===== src/rtl/dphy_rx_hs_ctrl.sv =====
// dphy_rx_hs_ctrl
// ----------------------------------------------------------------------------
// Sequences the D-PHY RX lane for one HS burst:
//   - tracks the lane-0 LP pair through LP-11 -> LP-01 -> LP-00,
//   - times the termination enable and the HS settle interval,
//   - hunts for the 0xB8 sync byte on lane 0,
//   - forwards aligned payload bytes from all lanes, and
//   - returns to LP when a stop state (LP-11 for two cycles) is seen.
//
// Optional feature: define DPHY_RX_ERR_CNT_EN to add err_count[15:0], a
// saturating count of sync_err / lp_err pulses that only reset clears.
//
// Ports:
//   clk         byte clock from the PHY
//   reset_n     asynchronous active-low reset
//   enable      controller enable; low forces IDLE
//   lp_data0    lane-0 LP state {Dp,Dn}, asynchronous to clk
//   byte_in     HS bytes, lane 0 in [7:0]
//   term_en     termination enable to the PHY
//   hs_en       HS receiver enable to the PHY
//   byte_out    registered payload bytes
//   byte_valid  byte_out carries payload
//   sof         one-cycle pulse with the first valid byte of a burst
//   hs_active   high in SETTLE, SYNC, HS_RX
//   sync_err    one-cycle pulse on sync timeout
//   lp_err      one-cycle pulse on an illegal LP sequence
//   state       current FSM state encoding
//   err_count   (DPHY_RX_ERR_CNT_EN only) saturating error count
// ----------------------------------------------------------------------------
module dphy_rx_hs_ctrl #(
  parameter int LANES        = 4,
  parameter int TERM_DLY     = 2,
  parameter int SETTLE_CNT   = 8,
  parameter int SYNC_TIMEOUT = 32,
  parameter int CNT_W        = 8
) (
  input  logic               clk,
  input  logic               reset_n,
  input  logic               enable,
  input  logic [1:0]         lp_data0,
  input  logic [LANES*8-1:0] byte_in,
  output logic               term_en,
  output logic               hs_en,
  output logic [LANES*8-1:0] byte_out,
  output logic               byte_valid,
  output logic               sof,
  output logic               hs_active,
  output logic               sync_err,
  output logic               lp_err,
  output logic [2:0]         state
`ifdef DPHY_RX_ERR_CNT_EN
  ,
  output logic [15:0]        err_count
`endif
);

  typedef enum logic [2:0] {
    ST_IDLE      = 3'd0,
    ST_HS_RQST   = 3'd1,
    ST_HS_PREP   = 3'd2,
    ST_SETTLE    = 3'd3,
    ST_SYNC      = 3'd4,
    ST_HS_RX     = 3'd5,
    ST_WAIT_STOP = 3'd6
  } state_t;

  localparam logic [CNT_W-1:0] TERM_LAST   = CNT_W'(TERM_DLY - 1);
  localparam logic [CNT_W-1:0] SETTLE_LAST = CNT_W'(SETTLE_CNT - 1);
  localparam logic [CNT_W-1:0] SYNC_LAST   = CNT_W'(SYNC_TIMEOUT - 1);
  localparam logic [7:0]       SYNC_BYTE   = 8'hB8;

  state_t           state_reg;
  logic [CNT_W-1:0] cnt_reg;
  logic [1:0]       lp_meta_reg;
  logic [1:0]       lp_s;
  logic [1:0]       lp_s_d;
  logic             stop_ok;

  // A single LP-11 sample while HS is running can be an aliased HS level;
  // only two consecutive LP-11 samples count as a real stop state.
  assign stop_ok = (lp_s == 2'b11) && (lp_s_d == 2'b11);
  assign state   = state_reg;

  always_ff @(posedge clk or negedge reset_n) begin
    if (!reset_n) begin
      state_reg   <= ST_IDLE;
      cnt_reg     <= '0;
      lp_meta_reg <= 2'b11;
      lp_s        <= 2'b11;
      lp_s_d      <= 2'b11;
      term_en     <= 1'b0;
      hs_en       <= 1'b0;
      hs_active   <= 1'b0;
      byte_out    <= '0;
      byte_valid  <= 1'b0;
      sof         <= 1'b0;
      sync_err    <= 1'b0;
      lp_err      <= 1'b0;
    end else begin
      lp_meta_reg <= lp_data0;
      lp_s        <= lp_meta_reg;
      lp_s_d      <= lp_s;

      // Every registered output defaults to its IDLE value; the branches
      // below re-assert whatever the next state needs.
      term_en    <= 1'b0;
      hs_en      <= 1'b0;
      hs_active  <= 1'b0;
      byte_out   <= '0;
      byte_valid <= 1'b0;
      sof        <= 1'b0;
      sync_err   <= 1'b0;
      lp_err     <= 1'b0;

      if (!enable) begin
        state_reg <= ST_IDLE;
        cnt_reg   <= '0;
      end else begin
        case (state_reg)
          ST_IDLE: begin
            if (lp_s == 2'b01) state_reg <= ST_HS_RQST;
          end

          ST_HS_RQST: begin
            case (lp_s)
              2'b00: begin
                state_reg <= ST_HS_PREP;
                cnt_reg   <= '0;
              end
              2'b11: state_reg <= ST_IDLE;
              2'b10: begin
                state_reg <= ST_IDLE;
                lp_err    <= 1'b1;
              end
              default: ;
            endcase
          end

          ST_HS_PREP: begin
            case (lp_s)
              2'b00: begin
                if (cnt_reg == TERM_LAST) begin
                  state_reg <= ST_SETTLE;
                  cnt_reg   <= '0;
                  term_en   <= 1'b1;
                  hs_active <= 1'b1;
                end else begin
                  cnt_reg <= cnt_reg + 1'b1;
                end
              end
              2'b11: state_reg <= ST_IDLE;
              default: begin
                state_reg <= ST_IDLE;
                lp_err    <= 1'b1;
              end
            endcase
          end

          ST_SETTLE: begin
            if (stop_ok) begin
              state_reg <= ST_IDLE;
            end else begin
              term_en   <= 1'b1;
              hs_active <= 1'b1;
              if (cnt_reg == SETTLE_LAST) begin
                state_reg <= ST_SYNC;
                cnt_reg   <= '0;
                hs_en     <= 1'b1;
              end else begin
                cnt_reg <= cnt_reg + 1'b1;
              end
            end
          end

          ST_SYNC: begin
            // Stop has priority over a coincident sync match.
            if (stop_ok) begin
              state_reg <= ST_IDLE;
            end else if (byte_in[7:0] == SYNC_BYTE) begin
              state_reg <= ST_HS_RX;
              term_en   <= 1'b1;
              hs_en     <= 1'b1;
              hs_active <= 1'b1;
            end else if (cnt_reg == SYNC_LAST) begin
              state_reg <= ST_WAIT_STOP;
              cnt_reg   <= '0;
              sync_err  <= 1'b1;
            end else begin
              cnt_reg   <= cnt_reg + 1'b1;
              term_en   <= 1'b1;
              hs_en     <= 1'b1;
              hs_active <= 1'b1;
            end
          end

          ST_HS_RX: begin
            if (stop_ok) begin
              state_reg <= ST_IDLE;
            end else begin
              term_en    <= 1'b1;
              hs_en      <= 1'b1;
              hs_active  <= 1'b1;
              byte_out   <= byte_in;
              byte_valid <= 1'b1;
              // byte_valid is still low on the first HS_RX cycle only.
              sof        <= ~byte_valid;
            end
          end

          ST_WAIT_STOP: begin
            if (stop_ok) state_reg <= ST_IDLE;
          end

          default: state_reg <= ST_IDLE;
        endcase
      end
    end
  end

`ifdef DPHY_RX_ERR_CNT_EN
  // Counts the registered error pulses; both in one cycle count once.
  always_ff @(posedge clk or negedge reset_n) begin
    if (!reset_n) begin
      err_count <= '0;
    end else if ((sync_err || lp_err) && (err_count != 16'hFFFF)) begin
      err_count <= err_count + 16'd1;
    end
  end
`endif

endmodule


===== config.mk =====
export PLATFORM = sky130hd
export DESIGN_NAME = dphy_rx_hs_ctrl
export DESIGN_NICKNAME = d
export VERILOG_FILES = /design/src/rtl/dphy_rx_hs_ctrl.sv
export SDC_FILE = /design/constraint.sdc
export NUM_CORES = 1
export LEC_CHECK = 0
export ABC_AREA = 1
export CORE_ASPECT_RATIO = 1.4
export CORE_UTILIZATION = 30
export DETAILED_ROUTE_END_ITERATION = 16
export PLACE_DENSITY = 0.56
export SYNTH_ARGS = -nofsm -noshare
export SYNTH_HDL_FRONTEND = slang
export SYNTH_SLANG_ARGS = --single-unit

===== constraint.sdc =====
create_clock -name clk -period 2.2 [get_ports clk]
set_clock_uncertainty 0.05 [all_clocks]
set_input_delay 0.66 -clock clk [delete_from_list [all_inputs] [get_ports clk]]
set_output_delay 0.66 -clock clk [all_outputs]
set_load 0.02 [all_outputs]

final_congestion.png
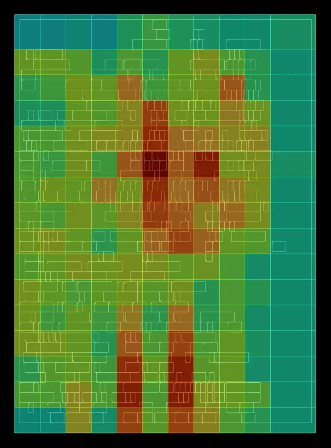
mean routed wirelength per cell: 12.2 microns
Final Core Density: 0.434
GR peak layer: met2

pdn.png
Scale bar: 20 microns. Pins as bars on the die edge.
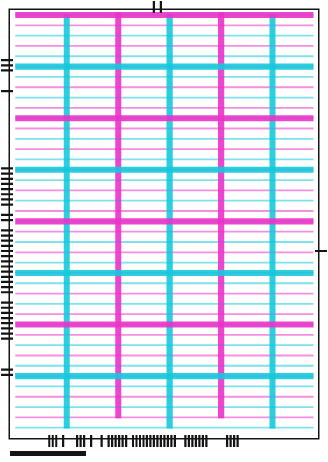
Key: magenta = VDD; cyan = VSS
The core has 40 rows. 79 signal pins sit on the boundary.
Die W: 81.2 microns
Die H: 113 microns
area of the core: 8560 sq um
worst vdd rail ir drop: 0.000517 V

metal_stack.png
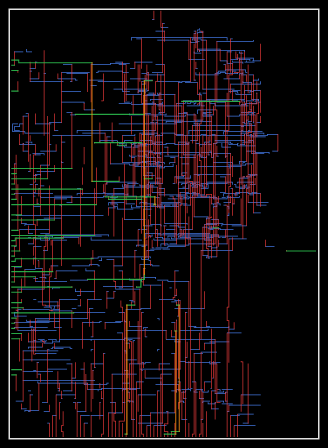
Key: orange = met4 [wire length 179 microns]; red = met2 [wire length 3380 microns]; blue = met1 [wire length 2370 microns]; green = met3 [wire length 363 microns]
vias: 2277
Tot GR Track Use: 0.151

==> out/results.ini <==
[placed_design]
place_ws_ns = -0.173
dp_hpwl_mm = 4.76
place_area_sq_um = 3570
gp_congestion = 0.816
dp_cells = 506

[route]
via_per_inst = 4.43
dr.first_iter.drc_count = 83
ant_nets = 0
dr.pass1.iters = 4

[timing]
tightestPinTransition_ns = 0.368
fmax_ghz = 0.473
slew_headroom = 0.754
fin_crit_ns = 2.12
drv_slew = 0
finalHoldViolations = 0
finalClockPeriodUsage = 0.962
rsz0062_at_grt = no

[yosys]
edf_count = 0
top_cells_by_area = dfrtp_1 47%, nand2_1 8.7%, nor2_1 8.6%
synth_flops = 55
synth_cell_types = 27
ys_chip_area_sq_um = 2630
yosysWarnings = 0
synthArstFlopShare = 1.00
syn-cell-area_sq_um = 2630
synth_area_leader_cell = dfrtp_1
syn_area_per_cell_sq_um = 8.18
top_area_frac = 0.466
synth_nets = 366
ys_cells = 322
synthCells = 322

[layout]
final_cells = 514
fill_cells = 847
largest_register_ffs = 32
logic_area_sq_um = 961
design_area_sq_um = 3710
antenna_cells = 0
drive_gt1_frac = 0.110
register_area_sq_um = 1390

[critical_path]
rrSetupSlack_ns = 0.33
crit_buf_inv = 1
critPathMaxStageDelay_ns = 0.64
start_kind = register
worstSetupPathType = register to output pin
cpMaxStageDelayCell = clkdlybuf4s50_1
cp_max_fo = 7
cp.arrival_ns = 1.41
worstPathRequired_ns = 1.49
end_kind = output pin

[global_routing]
grt_pass1_wl_mm = 10.5
grt_antenna_before_repair = 0
grt_overflow = 0
grt_pass1_vias = 2277
grt_max_degree = 56

[clocking]
root_buffer = clkbuf_16
cts_sinks = 55
cts_hold_buf = 0
clk_pin_slew_worst_paths_ns = 0.07
cts_buffer_depth = 2
cts_buffers = 5
htree_levels = 2

[min_path]
min_path_type = input pin to asynchronous set/reset pin

[die]
ios = 79
fp-utilization = 0.308
chipArea_sq_um = 9160

[power]
p_per_area_nw_per_um2 = 673
finalPower_uw = 2500
p_leak_uw = 0.00189

[job]
warning_count = 30
cap_violations = 0

[status]
status = complete, no violations

cell_classes.png
Scale bar: 20 microns.
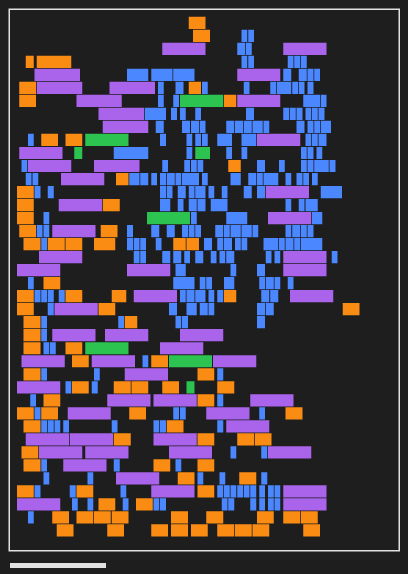
Key: blue = all other logic [cells 259, share of their area 33%]; purple = flip-flops [cells 55, share of their area 39%]; green = clock drivers and dummy loads [cells 8, share of their area 4.0%]; orange = other buffers and delay cells [cells 87, share of their area 24%]
row cnt: 40
flop share of the area: 0.373

clock_map.png
Scale bar: 20 microns.
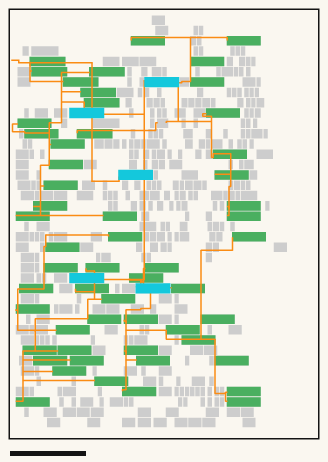
Key: cyan = cells driving clock nets [count 5]; green = flip-flops [count 55]; orange = clock wires [length 725 microns]
There are 6 routed clock nets. Position of the flops: spread over the die.
clock share of power: 0.318
Clock Latency Late Sink: 0.30 ns
total clock network power: 795 uW

[stage by stage]
stage	TNS (ns)	hold slack (ns)	util
after global placement	-1.15	0.296	0.417
after global routing	0	0.313	0.434
final	0	0.295	0.434
after CTS	0	0.310	0.434
after floorplan	0	0.295	-
after detailed placement	-1.46	0.300	0.417
[power breakdown]
| group | switching, uW | total (uW) | leakage [uW] | internal (uW) |
|---|---|---|---|---|
| registers | 58.4 | 1110 | 0.000744 | 1050 |
| logic | 362 | 594 | 0.00108 | 232 |
| clock network | 372 | 795 | 0.0000740 | 423 |
[timing repair]
action	CTS	global route
endpoints found under the setup margin	2	1
hold endpoints to repair	0	0
gates cloned	0	0
gates resized	2	1
setup buffers	0	0
[cell type report]
cell class | count | area share
sequential | 55 | 0.373
multi-input combinational | 196 | 0.259
timing repair buffer | 87 | 0.231
inverter | 63 | 0.0637
tap | 105 | 0.0354
clock buffer | 5 | 0.0337
clock inverter | 3 | 0.00505
[path summary, 6_finish.rpt]
check,start,cells after the start,end
worst max-delay path,state[1],1,state[1]
worst min-delay path,reset_n,2,state[1]
worst max register to register,cnt_reg[0],10,state[1]
worst min register to register,lp_meta_reg[1],0,lp_s[1]
max in group asynchronous,reset_n,2,lp_s_d[1]
min in group clk,lp_meta_reg[1],0,lp_s[1]
[routing by layer]
metal  global-route usage  share of wire  vias up
li1                     -              -     1151
met1                0.160           0.38     1048
met2                0.264           0.54       64
met3               0.0452          0.058       14
met4               0.0738          0.028        0
met5                    0              0        -
[kinds of logic after synthesis]
family | count (synthesis) | share of synthesized area
simple gates | 166 | 0.278
buf+inv | 71 | 0.109
flops | 55 | 0.526
compound gates | 22 | 0.0508
fa+ha+maj | 7 | 0.0333
xor+xnor | 1 | 0.00333
[synth_stat cells (3+ instances only)]
| cell | number |
|---|---|
| nor2_1 | 60 |
| nor2_2 | 3 |
| inv_1 | 58 |
| o21ai_0 | 5 |
| nand3_2 | 3 |
| ha_1 | 7 |
| o21ai_2 | 5 |
| nand4_1 | 3 |
| inv_2 | 5 |
| o21ai_1 | 3 |
| nand3_1 | 28 |
| dfrtp_1 | 49 |
| buf_2 | 5 |
| a21oi_1 | 5 |
| nand2_1 | 61 |
| dfstp_2 | 6 |
[cells in the final DEF, fill, tap and decap left out, types with 6 or more instances in the layout]
cell type	instances
nor2_1	60
clkdlybuf4s50_1	75
inv_1	58
nand3_1	28
dfstp_2	6
nand2_1	61
dfrtp_1	48
buf_4	8
ha_1	7
No activity file was given, so power comes from the tool's default toggle rates.
